$ cat config.mk
export PLATFORM = sky130hd
export DESIGN_NAME = fuzz_stim_driver
export DESIGN_NICKNAME = d
export VERILOG_FILES = /design/src/rtl/fuzz_stim_driver.sv
export SDC_FILE = /design/constraint.sdc
export NUM_CORES = 1
export LEC_CHECK = 0
export ABC_AREA = 0
export ABC_CLOCK_PERIOD_IN_PS = 3150
export CAP_MARGIN = 20
export CORE_UTILIZATION = 52
export DETAILED_ROUTE_END_ITERATION = 10
export MAX_ROUTING_LAYER = met4
export PLACE_DENSITY = 0.94
export SLEW_MARGIN = 5
export SYNTH_ARGS = -nofsm -noshare
export SYNTH_HDL_FRONTEND = slang
export SYNTH_SLANG_ARGS = --single-unit
$ cat constraint.sdc
create_clock -name clkin_data -period 3.15 [get_ports clkin_data]
set_input_delay 0.63 -clock clkin_data [delete_from_list [all_inputs] [get_ports clkin_data]]
set_output_delay 0.63 -clock clkin_data [all_outputs]
set_load 0.1 [all_outputs]
$ cat src/rtl/fuzz_stim_driver.sv
// fuzz_stim_driver
// Drives pseudo-random 96-bit stimulus into one fuzz top, waits a fixed
// settle time, then folds the DUT response into a 32-bit MISR signature.
// A complete vector run therefore reduces to a single comparable word.
//
// Ports:
//   clkin_data    clock, rising edge
//   rstin_data_n  asynchronous active-low reset
//   start         begin a run (honoured only in IDLE or DONE)
//   seed          LFSR seed, captured on an accepted start
//   num_vectors   vectors per run, captured on an accepted start
//   dut_in_data   registered stimulus to the DUT in_data bus
//   dut_out_data  DUT out_data bus, sampled in CAPTURE
//   busy          high in DRIVE, WAIT, CAPTURE
//   done          high in DONE, held until the next accepted start
//   vec_count     vectors captured in the current run
//   probe_data    MISR signature
//
// Optional build macro STIM_ABORT_EN adds:
//   abort         forces DONE from DRIVE/WAIT/CAPTURE, discarding pending work
//   aborted       flags a run that ended through abort
//
// state   | meaning
// --------+-----------------------------------------------------------
// IDLE    | after reset, waiting for start
// DRIVE   | launch {L2,L1,L0} onto dut_in_data
// WAIT    | settle counter running down
// CAPTURE | fold dut_out_data into MISR, advance LFSRs, count vector
// DONE    | run finished, signature stable, waiting for start
module fuzz_stim_driver #(
    parameter int DATA_W        = 96,
    parameter int SIG_W         = 32,
    parameter int CNT_W         = 16,
    parameter int SETTLE_CYCLES = 2
) (
    input  logic              clkin_data,
    input  logic              rstin_data_n,
    input  logic              start,
    input  logic [SIG_W-1:0]  seed,
    input  logic [CNT_W-1:0]  num_vectors,
    output logic [DATA_W-1:0] dut_in_data,
    input  logic [DATA_W-1:0] dut_out_data,
    output logic              busy,
    output logic              done,
    output logic [CNT_W-1:0]  vec_count,
    output logic [SIG_W-1:0]  probe_data
`ifdef STIM_ABORT_EN
    ,
    input  logic              abort,
    output logic              aborted
`endif
);

    localparam logic [SIG_W-1:0] TAPS       = 32'h80200003;
    localparam logic [SIG_W-1:0] SIG_INIT   = 32'hFFFFFFFF;
    localparam logic [3:0]       SETTLE_INIT = 4'(SETTLE_CYCLES);

    typedef enum logic [2:0] {
        S_IDLE    = 3'd0,
        S_DRIVE   = 3'd1,
        S_WAIT    = 3'd2,
        S_CAPTURE = 3'd3,
        S_DONE    = 3'd4
    } state_t;

    state_t            state, state_nxt;
    logic [SIG_W-1:0]  l0, l1, l2;
    logic [CNT_W-1:0]  num_lat;
    logic [3:0]        settle_cnt;
    logic              start_ok;
    logic              abort_hit;
    logic [CNT_W-1:0]  vec_count_inc;
    logic [SIG_W-1:0]  fold;

    function automatic logic [SIG_W-1:0] lfsr_step(input logic [SIG_W-1:0] x);
        return (x >> 1) ^ (x[0] ? TAPS : '0);
    endfunction

    // An all-zero word would lock the Galois LFSR at zero forever.
    function automatic logic [SIG_W-1:0] non_zero(input logic [SIG_W-1:0] x);
        return (x == '0) ? 32'h00000001 : x;
    endfunction

    assign busy          = (state == S_DRIVE) || (state == S_WAIT) || (state == S_CAPTURE);
    assign start_ok      = start && ((state == S_IDLE) || (state == S_DONE));
    assign vec_count_inc = vec_count + CNT_W'(1);
    assign fold          = dut_out_data[31:0] ^ dut_out_data[63:32] ^ dut_out_data[95:64];

`ifdef STIM_ABORT_EN
    assign abort_hit = abort && busy;
`else
    assign abort_hit = 1'b0;
`endif

    always_ff @(posedge clkin_data or negedge rstin_data_n) begin
        if (!rstin_data_n) begin
            state <= S_IDLE;
        end else begin
            state <= state_nxt;
        end
    end

    always_comb begin
        state_nxt = state;
        case (state)
            S_IDLE, S_DONE: begin
                if (start_ok) begin
                    state_nxt = (num_vectors == '0) ? S_DONE : S_DRIVE;
                end
            end
            S_DRIVE: begin
                state_nxt = (SETTLE_CYCLES == 0) ? S_CAPTURE : S_WAIT;
            end
            S_WAIT: begin
                if (settle_cnt <= 4'd1) begin
                    state_nxt = S_CAPTURE;
                end
            end
            S_CAPTURE: begin
                state_nxt = (vec_count_inc == num_lat) ? S_DONE : S_DRIVE;
            end
            default: state_nxt = S_IDLE;
        endcase
        if (abort_hit) begin
            state_nxt = S_DONE;
        end
    end

    always_ff @(posedge clkin_data or negedge rstin_data_n) begin
        if (!rstin_data_n) begin
            dut_in_data <= '0;
            done        <= 1'b0;
            vec_count   <= '0;
            probe_data  <= SIG_INIT;
            l0          <= '0;
            l1          <= '0;
            l2          <= '0;
            num_lat     <= '0;
            settle_cnt  <= '0;
`ifdef STIM_ABORT_EN
            aborted     <= 1'b0;
`endif
        end else if (abort_hit) begin
            // Pending work is dropped; signature and count keep the last
            // fully captured vector.
            done <= 1'b1;
`ifdef STIM_ABORT_EN
            aborted <= 1'b1;
`endif
        end else begin
            case (state)
                S_IDLE, S_DONE: begin
                    if (start_ok) begin
                        l0         <= non_zero(seed);
                        l1         <= non_zero(seed ^ 32'h5A5A5A5A);
                        l2         <= non_zero(seed ^ 32'hA5A5A5A5);
                        num_lat    <= num_vectors;
                        vec_count  <= '0;
                        probe_data <= SIG_INIT;
                        done       <= 1'b0;
`ifdef STIM_ABORT_EN
                        aborted    <= 1'b0;
`endif
                    end else if (state == S_DONE) begin
                        // Zero-length runs land here with done low and
                        // raise it one cycle later.
                        done <= 1'b1;
                    end
                end
                S_DRIVE: begin
                    dut_in_data <= {l2, l1, l0};
                    settle_cnt  <= SETTLE_INIT;
                end
                S_WAIT: begin
                    settle_cnt <= settle_cnt - 4'd1;
                end
                S_CAPTURE: begin
                    probe_data <= lfsr_step(probe_data) ^ fold;
                    l0         <= lfsr_step(l0);
                    l1         <= lfsr_step(l1);
                    l2         <= lfsr_step(l2);
                    vec_count  <= vec_count_inc;
                    if (vec_count_inc == num_lat) begin
                        done <= 1'b1;
                    end
                end
                default: ;
            endcase
        end
    end

endmodule
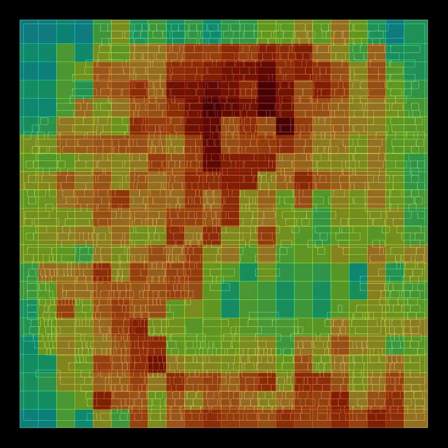
run_1/congestion.png
drt wl/cell: 20.4 µm
GR met3 Demand/Resource: 4.31%
met2 track demand over resource: 44.8%
GR peak layer: met2
met1 Track Usage GR: 37.2%

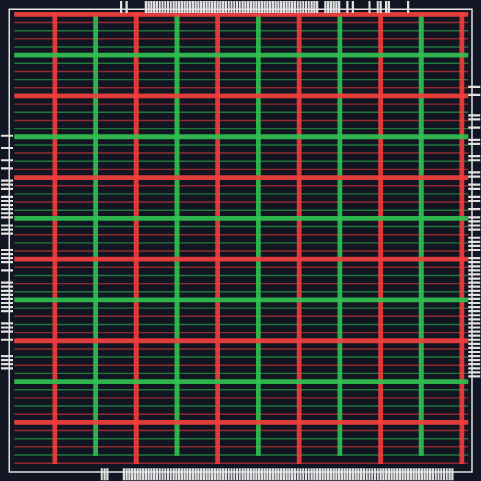
run_1/power_grid.png
(3 px per µm) Pins as bars on the die edge.
net	colour
VDD	green
VSS	red
met5 straps	11
signal pins	293
met4 straps	11
met1 rails	56
rows	55

==> impl_metrics.tcl, run 1 <==
# metrics dict for downstream scripts
set metrics [dict create \
    status "finished, final reports clean" \
    dr_total_vias 9637 \
    gp_congestion 0.870 \
    rrSetupSlack_ns 0.59 \
    syn_area_um2 12000 \
    timing.hold.worst_path_depth 2 \
    finish.net_count 1449 \
    layout.clock.cell_area_share_pct 6.45 \
    preCtsSetupSlack_ns 0.674 \
    layout.nonclk_buf_share_pct 17.4 \
    synth.cellmix.xorXnorShare_pct 9.21 \
    required_ns 2.52 \
    synth_nets 1175 \
    flop_area_um2 6650 \
    cp_num_cells 3 \
    fraction_of_area_in_registers_pct 41.9 \
    ant_nets 0 \
    post_cts_repair_resize_count 0 \
    detail_route.first_pass.iterations 5 \
    postRouteWirelength_um 32800 \
    ys_sh_aoi_pct 12.9 \
    fin_hold_ws_ns 0.497 \
    final_setup_fails 0 \
    initial_core_util_pct 52.9 \
    met2_length_um 15900 \
    postSynth.topFlopCell "sky130_fd_sc_hd__dfrtp_1" \
    nonClockInverterCount 7 \
    log.warning_count 29 \
    vias_per_cell 6.00 \
    crit-reg2reg-capture "state[0]$_DFFE_PN0P_" \
    reg2regPathDepth 6 \
    hp-class "reg2reg" \
    n_fill_cell 1547 \
    placed_cell_count 1554 \
    top_area_share_pct 48.5 \
    combAreaFraction_pct 31.9 \
    tap-cell-count 285 \
    route.layer.met1.wl_um 13300 \
    design.core.area_um2 22600 \
    num-clock-buffers 37 \
    cts_post_setup_buffers_inserted 0 \
    worst_skew_pair.late_latency_ns 0.55 \
    dieWidth_um 154 \
    synth_area_leader_cell "sky130_fd_sc_hd__dfrtp_1" \
    antenna_cells 0 \
    report.final.slew_viol_count 0 \
    ctsHtreeMaxLevel 1 \
    synth-seq-area-share_pct 55.5 \
    numClockSinks 264 \
    clk_path_buf_depth 3 \
    period_needed_ns 2.81 \
    rows 55 \
    syn2layout_area_growth_pct 32.5 \
    area_leaders "sky130_fd_sc_hd__dfrtp_1 (48%), sky130_fd_sc_hd__mux2_2 (9.0%), sky130_fd_sc_hd__xnor2_1 (8.7%)" \
    dp_hpwl_um 23100 \
    timing.critical_path.max_delay_family "simple AND/OR/NAND/NOR gates" \
    clockRootBuffer "sky130_fd_sc_hd__clkbuf_16" \
    max_cap_viol_count 0 \
    synth-area-yosys_um2 12000 \
    layout.cells.most_common_list "sky130_fd_sc_hd__dfrtp_1 (232), sky130_fd_sc_hd__buf_4 (157), sky130_fd_sc_hd__clkdlybuf4s50_1 (145)" \
    chipArea_um2 23600 \
    grt.total_usage_pct 28.6 \
    dominant-cell-class "registers" \
    met3WireLength_um 2250 \
    logic_area_um2 5060 \
    final_critical_path_setup_slack_ns 0.339 \
    cts-buffers-inserted 27 \
    critical_path.max_fanout 20 \
    final_layout_top_logic_cell "sky130_fd_sc_hd__dfrtp_1" \
    cpPeakStageDelay_ns 0.60 \
    async_reset_ff_share_pct 100 \
    port_bufs 292 \
    highest_layer "met4" \
    hold_path.startpoint "num_lat[15]$_DFFE_PN0P_" \
    clock-skew-final_ns 0.0218 \
    post-route-cell-area_um2 15900 \
    crit_chain "nor2_2 -> nor2_1 -> buf_4" \
    mux_area_share_pct 9.19 \
    number_of_antenna_violations_at_the_first_check_in_global_routing 0 \
    cpMaxStageDelayCell "sky130_fd_sc_hd__nor2_2" \
    finalCritPeriodShare_pct 89.2 \
    rsz0062_at_grt "no" \
    synth.comb.largest_family "AND-OR/OR-AND gates" \
    finalSetupTns_ns 0 \
    via_count_of_the_first_global_routing_pass 9506 \
    grt_start_max_net_pins 105 \
    regToRegStartpoint "vec_count[0]$_DFFE_PN0P_" \
    placedInstanceArea_um2 14800 \
    postSynthCellCount 1025 \
    synth.cellmix.simpleShare_pct 10.5 \
    synth_cell_types 53 \
    timing.critical_path.from_type "flip-flop" \
    synth_area_per_cell_um2 11.7 \
    critPathLaunch "state[0]$_DFFE_PN0P_" \
    overflow 0 \
    crit_arrival_ns 2.18 \
    relSlewSlack_pct 52.5 \
    worstSetupEndpointType "output port" \
    remaining_drc_errors 0 \
    io_pins 293 \
    grt_first_pass_wirelength_um 52200 \
    synth-edff-count 0 \
    numSequentialCells 264 \
    die_height_um 154 \
    drt_iter0_drc 959 \
    final_core_utilization_pct 70.1 \
    crit_path_end "busy" \
]
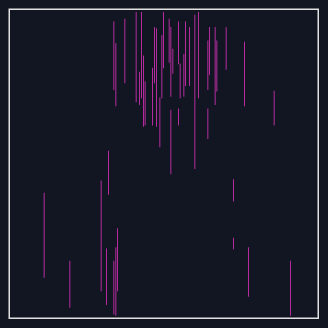
run_1/layer_met4.png
(2 px per µm)
nets with wire on the layer	38
longest straight run	76.8 µm

[run 1: cell usage after synthesis, drive strengths merged, types with 10 or more instances]
library cell and count:
buf 32, clkbuf 32, a221o 87, xnor2 119, nor3 10, dfrtp 232
nand4 13, nor4 17, mux2 96, a21oi 49, nand2 73, dfstp 32
nor2 90, o21ai 30, and3 32
[run 1: worst min-delay path, cell delays in order, from the launching register on]
cell and delay, ns:
sky130_fd_sc_hd__dfrtp_1 0.36, sky130_fd_sc_hd__nand2_1 0.05, sky130_fd_sc_hd__nand2_1 0.06
[run 1: state kept, by name, summed over array words and instances, names as in the netlist]
signal,cells
done,1
dut_in_data,96
l0,32
l1,32
l2,32
num_lat,16
probe_data,32
settle_cnt,4
state,3
vec_count,16
==> inputs of run 2 (changes only) <==
--- a/config.mk
+++ b/config.mk
@@ -8,10 +8,11 @@
 export ABC_AREA = 0
 export ABC_CLOCK_PERIOD_IN_PS = 3150
 export CAP_MARGIN = 20
-export CORE_UTILIZATION = 52
+export CORE_UTILIZATION = 50
+export CTS_BUF_LIST = sky130_fd_sc_hd__clkbuf_8
 export DETAILED_ROUTE_END_ITERATION = 10
 export MAX_ROUTING_LAYER = met4
-export PLACE_DENSITY = 0.94
+export PLACE_DENSITY = 0.92
 export SLEW_MARGIN = 5
 export SYNTH_ARGS = -nofsm -noshare
 export SYNTH_HDL_FRONTEND = slang
==> constraint.sdc (replaced) <==
create_clock -name clkin_data -period 3.15 [get_ports clkin_data]
set_input_delay 0.945 -clock clkin_data [delete_from_list [all_inputs] [get_ports clkin_data]]
set_output_delay 0.945 -clock clkin_data [all_outputs]
set_load 0.1 [all_outputs]
==> impl_metrics.tcl, run 2 <==
# metrics dict for downstream scripts
set metrics [dict create \
    initial_core_util_pct 51.0 \
    cts-buffers-inserted 44 \
    crit-reg2reg-capture "state[0]$_DFFE_PN0P_" \
    log.warning_count 27 \
    rsz0062_at_grt "no" \
    critical_path.max_fanout 12 \
    layout.nonclk_buf_share_pct 17.7 \
    numClockSinks 264 \
    overflow 0 \
    vias_per_cell 5.84 \
    synth_top_cell_by_count "sky130_fd_sc_hd__dfrtp_1" \
    synth.comb.largest_family "AND-OR/OR-AND gates" \
    preCtsSetupSlack_ns 0.618 \
    relSlewSlack_pct 44.5 \
    synth.cellmix.xorXnorShare_pct 9.21 \
    worstSetupEndpointType "output port" \
    number_of_antenna_violations_at_the_first_check_in_global_routing 1 \
    clockRootBuffer "sky130_fd_sc_hd__clkbuf_8" \
    ant_nets 0 \
    post_cts_repair_resize_count 0 \
    grt_start_max_net_pins 97 \
    clock-skew-final_ns 0.0268 \
    synth_area_per_cell_um2 11.7 \
    worst_skew_pair.late_latency_ns 0.56 \
    regMostFlops "dut_in_data" \
    ys_sh_aoi_pct 12.9 \
    layout.clock.cell_area_share_pct 5.76 \
    final_setup_fails 0 \
    cpPeakStageDelay_ns 0.53 \
    syn2layout_area_growth_pct 32.4 \
    postRouteWirelength_um 33800 \
    largest_reg_flops 96 \
    critPathLaunch "state[2]$_DFFE_PN0P_" \
    synth-seq-area-share_pct 55.5 \
    nonClockInverterCount 7 \
    dp_hpwl_um 23500 \
    cpMaxStageDelayCell "sky130_fd_sc_hd__dfrtp_1" \
    drt_iter0_drc 920 \
    numSequentialCells 264 \
    hp-class "in2async" \
    antenna_cells 1 \
    dominant-cell-class "registers" \
    postSynth.topFlopCell "sky130_fd_sc_hd__dfrtp_1" \
    rrSetupSlack_ns 0.54 \
    dieWidth_um 157 \
    max_cap_viol_count 0 \
    num-clock-buffers 57 \
    synth_area_leader_cell "sky130_fd_sc_hd__dfrtp_1" \
    combAreaFraction_pct 31.9 \
    reg2regPathDepth 6 \
    syn_area_um2 12000 \
    timing.critical_path.from_type "flip-flop" \
    logic_area_um2 5060 \
    clk_path_buf_depth 3 \
    dr_total_vias 9739 \
    flop_area_um2 6650 \
    detail_route.first_pass.iterations 5 \
    rows 56 \
    ctsHtreeMaxLevel 2 \
    status "finished, final reports clean" \
    finalCritPeriodShare_pct 84.2 \
    crit_path_end "busy" \
    io_pins 293 \
    regToRegStartpoint "vec_count[3]$_DFFE_PN0P_" \
    required_ns 2.20 \
    postSynthCellCount 1025 \
    finalSetupTns_ns 0 \
    synth-edff-count 0 \
    layout.cells.most_common_list "sky130_fd_sc_hd__dfrtp_1 (232), sky130_fd_sc_hd__buf_4 (155), sky130_fd_sc_hd__clkdlybuf4s50_1 (145)" \
    via_count_of_the_first_global_routing_pass 9697 \
    drive_above_1_share_pct 27.7 \
    design.core.area_um2 23500 \
    n_fill_cell 1696 \
    report.final.slew_viol_count 0 \
    synth.cellmix.simpleShare_pct 10.5 \
    area_leaders "sky130_fd_sc_hd__dfrtp_1 (48%), sky130_fd_sc_hd__mux2_2 (9.0%), sky130_fd_sc_hd__xnor2_1 (8.7%)" \
    final_layout_top_logic_cell "sky130_fd_sc_hd__dfrtp_1" \
    cts_post_setup_buffers_inserted 0 \
    mux_area_share_pct 9.19 \
    tap-cell-count 319 \
    remaining_drc_errors 0 \
    timing.critical_path.max_delay_family "flip-flops" \
    fraction_of_area_in_registers_pct 41.9 \
    final_critical_path_setup_slack_ns 0.499 \
    synth_nets 1175 \
    chipArea_um2 24600 \
    grt.total_usage_pct 28.4 \
    synth_cell_types 53 \
    ys_top_cells_by_count "sky130_fd_sc_hd__dfrtp_1 (232), sky130_fd_sc_hd__xnor2_1 (119), sky130_fd_sc_hd__mux2_2 (96), sky130_fd_sc_hd__nor2_1 (88), sky130_fd_sc_hd__a221o_1 (87)" \
    finish.net_count 1467 \
    period_needed_ns 2.65 \
    gp_congestion 0.893 \
    detail_route.wl_per_cell_um 20.3 \
    die_height_um 157 \
    top_area_share_pct 48.5 \
    crit_chain "nor2_1 -> buf_4" \
    port_bufs 292 \
    crit_arrival_ns 1.71 \
    cp_num_cells 2 \
    synth-area-yosys_um2 12000 \
    async_reset_ff_share_pct 100 \
    grt_first_pass_wirelength_um 52400 \
]
==> run 2: through the flow <==
stage / instances / hold WS [ns] / instance area (µm²) / utilization (%)
3_3_place_gp: 1590 / 0.482 / 14900 / 63.7
4_1_cts: 1668 / 0.294 / 15900 / 67.6
5_1_grt: 1669 / 0.325 / 15900 / 67.6
6_report: 1669 / 0.315 / 15900 / 67.6
3_5_place_dp: 1590 / 0.487 / 14900 / 63.7
2_1_floorplan: 1025 / 0.465 / 12000 / -
==> run 2: routing by layer <==
layer  vias to the layer above  track usage, %  wire, µm
met5                         -               -         0
li1                       4320               -         -
met1                      4795            36.0     13500
met4                         0            13.5      1490
met3                       119            5.46      2640
met2                       505            43.7     16200
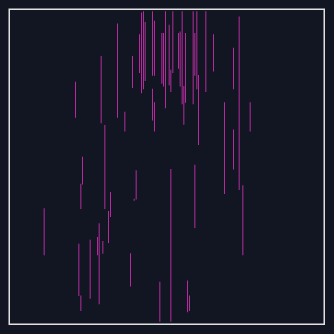
run_2/layer_met4.png
(2 px per µm)
wire length on this layer	1490 µm
share of all routed wire	4.4%
longest straight run	86.4 µm
nets with wire on the layer	41
main direction	vertical

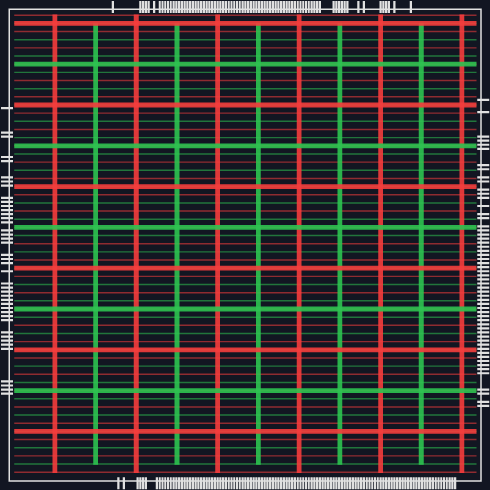
run_2/power_grid.png
(3 px per µm) Pins as bars on the die edge.
net	colour
VSS	red
VDD	green
met5 straps	11
rows	56
met1 rails	57
signal pins	293
met4 straps	11

